Design helen_onchip_loader, sky130hd; sources not shown.
Zoomed window:
Window x 80 to 105, y 18 to 43 um. Cells in grey, sequential cells in the stronger grey; small squares are vias.
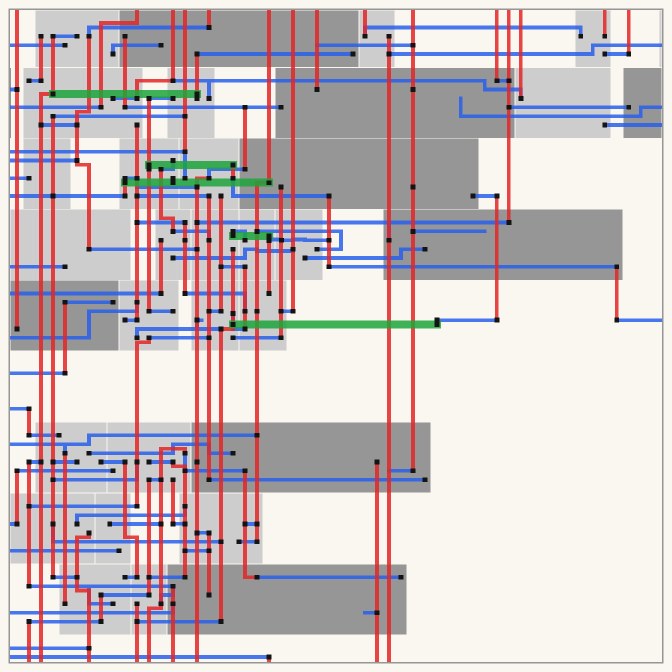
metal 3 -> green
metal 1 -> blue
metal 2 -> red
sequential cells in the window = 6
most frequent = dfrtp_1 (6), nand2_1 (5), o21ai_0 (4)
cells with their middle in the window = 30

Floorplan with the power grid:
The bar under the picture is 20 um long. Pins as bars on the die edge. Tap cells in grey.
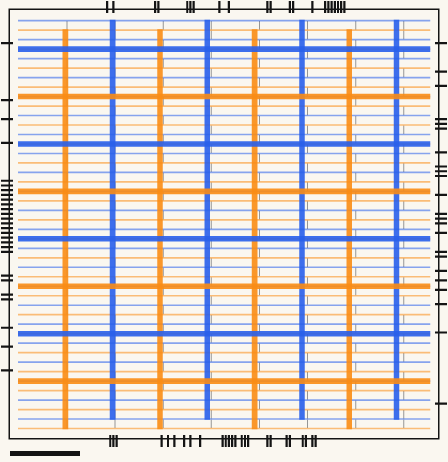
VDD -> blue
VSS -> orange
met5 straps = 8
tap cells = 180
signal pins = 96
rows = 43
met4 straps = 8
Die Ht: 123 um
Max rail drop VDD: 430 uV
core area: 0.0138 sq mm
Die W: 123 um

Routing congestion:
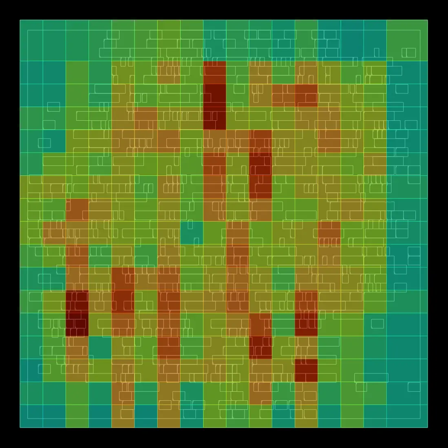
GR Layer Usage met1: 26.3%
GRT met2 Usage: 27.8%
DR WL/cell: 16.3 um
Tot GR Track Use: 18.8%

==> impl_metrics.csv <==
group,metric,value,unit
worst_setup_path,critPathKind,"flip-flop to output port",
yosys,synth.mux.area_fraction,1.21,%
floorplan,die_area,0.0151,sq mm
placement,place_ws,1.18,ns
placement,hpwl,9320,um
layout,stdcell_count,821,
grt,grt_pass1_vias,4109,
pwr,p_clk,1.10,mW
grt,grt_pass1_wl,21700,um
yosys,area_leaders,"dfrtp_1, nand2_1, a22o_1, o21ai_0, ha_1",
layout,antenna_cells,0,
layout,fin_nets,661,
layout,postLayoutCoreUtil,49.6,%
yosys,yosys_cells,514,
clock_tree,htree_levels,4,
pwr,p_seq_share,32.0,%
clock_tree,holdBufCountCts,0,
final_timing,hold_ws,0.268,ns
grt,grt_remaining_overflow,0,
layout,clkbuf_count,22,
floorplan,tapCellCount,180,
clock_tree,clockBufferDepth,2,
yosys,syn_nets,547,
worst_setup_path,r2r_cells,7,
worst_setup_path,endpoint_kind,"output port",
detailed_routing,drc,0,
worst_setup_path,path_cells,"nand2b_1 -> buf_2 -> buf_2 -> buf_1 -> nand2_1 -> nand2_1 -> clkdlybuf4s50_1",
yosys,netlist_instances,514,
yosys,postSynthAreaPerCell,9.88,sq um
pwr,power.internal,2.21,mW
yosys,edf_count,0,
grt,use_met3,5.53,%
layout,largestClassByArea,"flip-flops and latches",
pwr,p_comb,1.44,mW
final_timing,setup_viol,0,
clock_tree,path_clk_slew,0.05,ns
job,drv_cap,0,
yosys,yosys.area_share.xor_xnor,0.518,%
pwr,power,3.74,mW
pwr,power_leakage,3.15,nW
worst_setup_path,critPathArrivalTime,2.85,ns
yosys,yosysTopAreaCellShare,56.7,%
min_path,min_path_type,"flip-flop to flip-flop",
detailed_routing,wl_met1,6370,um
final_timing,setup-tns-final,0,ns
clock_tree,cts_root_buf,"clkbuf_16",
final_timing,finalClockPeriodUsage,85.4,%
clock_tree,cts_tree,"built",
min_path,whs_path_depth,2,
worst_setup_path,cp_num_buf_inv,4,
yosys,aoi_share,14.2,%
final_timing,worst_slack,0.802,ns
layout,mi_logic_area,0.00204,sq mm
grt,grt_max_degree,63,
worst_setup_path,required,3.65,ns
detailed_routing,avgViaCountPerCell,5.09,
pwr,clockPowerShare,29.4,%
worst_setup_path,slowest_delay,0.82,ns
clock_tree,cts_setup_buffers,0,
placement,place_congestion,0.839,
clock_tree,cts-resized-gates,0,
yosys,top_area_cell,"dfrtp_1",
worst_setup_path,critPathTopFamily,"buffers and inverters",
layout,flop-count,115,
worst_setup_path,start_kind,"flip-flop",
placement,place_inst,789,
final_timing,rsz0062_at_grt,"no",
yosys,ys_types,66,
detailed_routing,route.met3.wl,813,um
detailed_routing,routed_wl,13400,um
layout,n_fill_cell,1262,
pwr,pg_seq,1.20,mW
placement,post_dp_cell_area,0.00627,sq mm
detailed_routing,antenna_left,0,
floorplan,initCoreUtil,36.7,%
yosys,async_reset_ff_share,100,%
yosys,synth-main-ff-cell,"dfrtp_1",
yosys,topCombFamilyByArea,"simple AND/OR/NAND/NOR gates",
layout,sh_comb_area,29.7,%
worst_setup_path,crit_fanout,10,
clock_tree,cts.sinks,115,
pwr,combPwrFrac,38.6,%
final_timing,hold_violations,0,
layout,final_area,0.00686,sq mm
clock_tree,clk_latency,0.41,ns
yosys,ys_seq_share,56.7,%
status,status,"completed",
yosys,ys_area,0.00508,sq mm
job,warning_count,30,
worst_setup_path,slowest_stage,"clkdlybuf4s50_1",
clock_tree,cts_buffers,17,
floorplan,ios,96,
worst_setup_path,ff2ff_setup_slack,3.03,ns
pwr,p_sw_share,40.8,%
detailed_routing,first_iter_violations,326,
detailed_routing,met2_length,6040,um
layout,regArea,0.00288,sq mm
pwr,switchingPower,1.53,mW
detailed_routing,first_pass_iters,4,
final_timing,finalWorstPathRequiredPeriod,4.70,ns
floorplan,fp-row-count,43,
layout,area_growth,35.2,%
grt,antenna_found_initial,0,
pwr,maxPowerGroup,"combinational cells",
detailed_routing,vias,4181,
layout,drive_gt1_share,9.52,%
pwr,p_per_area,545,mW/mm^2
layout,final_common_cell,"nand2_1",
layout,signal_buffers,121,
layout,bufAreaShareNonClock,15.9,%
yosys,synthAdderAreaFrac,1.73,%
yosys,numSynthFlops,115,
yosys,syn_area,0.00508,sq mm
layout,lay_top_cells,"nand2_1, dfrtp_1, clkdlybuf4s50_1",
placement,portBuffers,94,
yosys,most_common_cell,"nand2_1",
final_timing,slew_headroom,38.5,%
final_timing,final_max_slew_viol_count,0,
yosys,simple_gate_share,22.5,%
final_timing,worst_slew_pin_slew,0.920,ns
yosys,yosysWarnings,0,
final_timing,fmax,213,MHz
grt,busiest_layer,"met2",
worst_setup_path,path_depth,7,
yosys,yosys-top-cells-count,"nand2_1, dfrtp_1, a22o_1",
layout,sh_seq_area,41.9,%
detailed_routing,dr.max_layer_used,"met4",
layout,clock_cell_area_share,8.55,%
layout,nMultiInputCombCells,364,
layout,inverters,9,
Power is estimated from default activity; no workload was simulated.
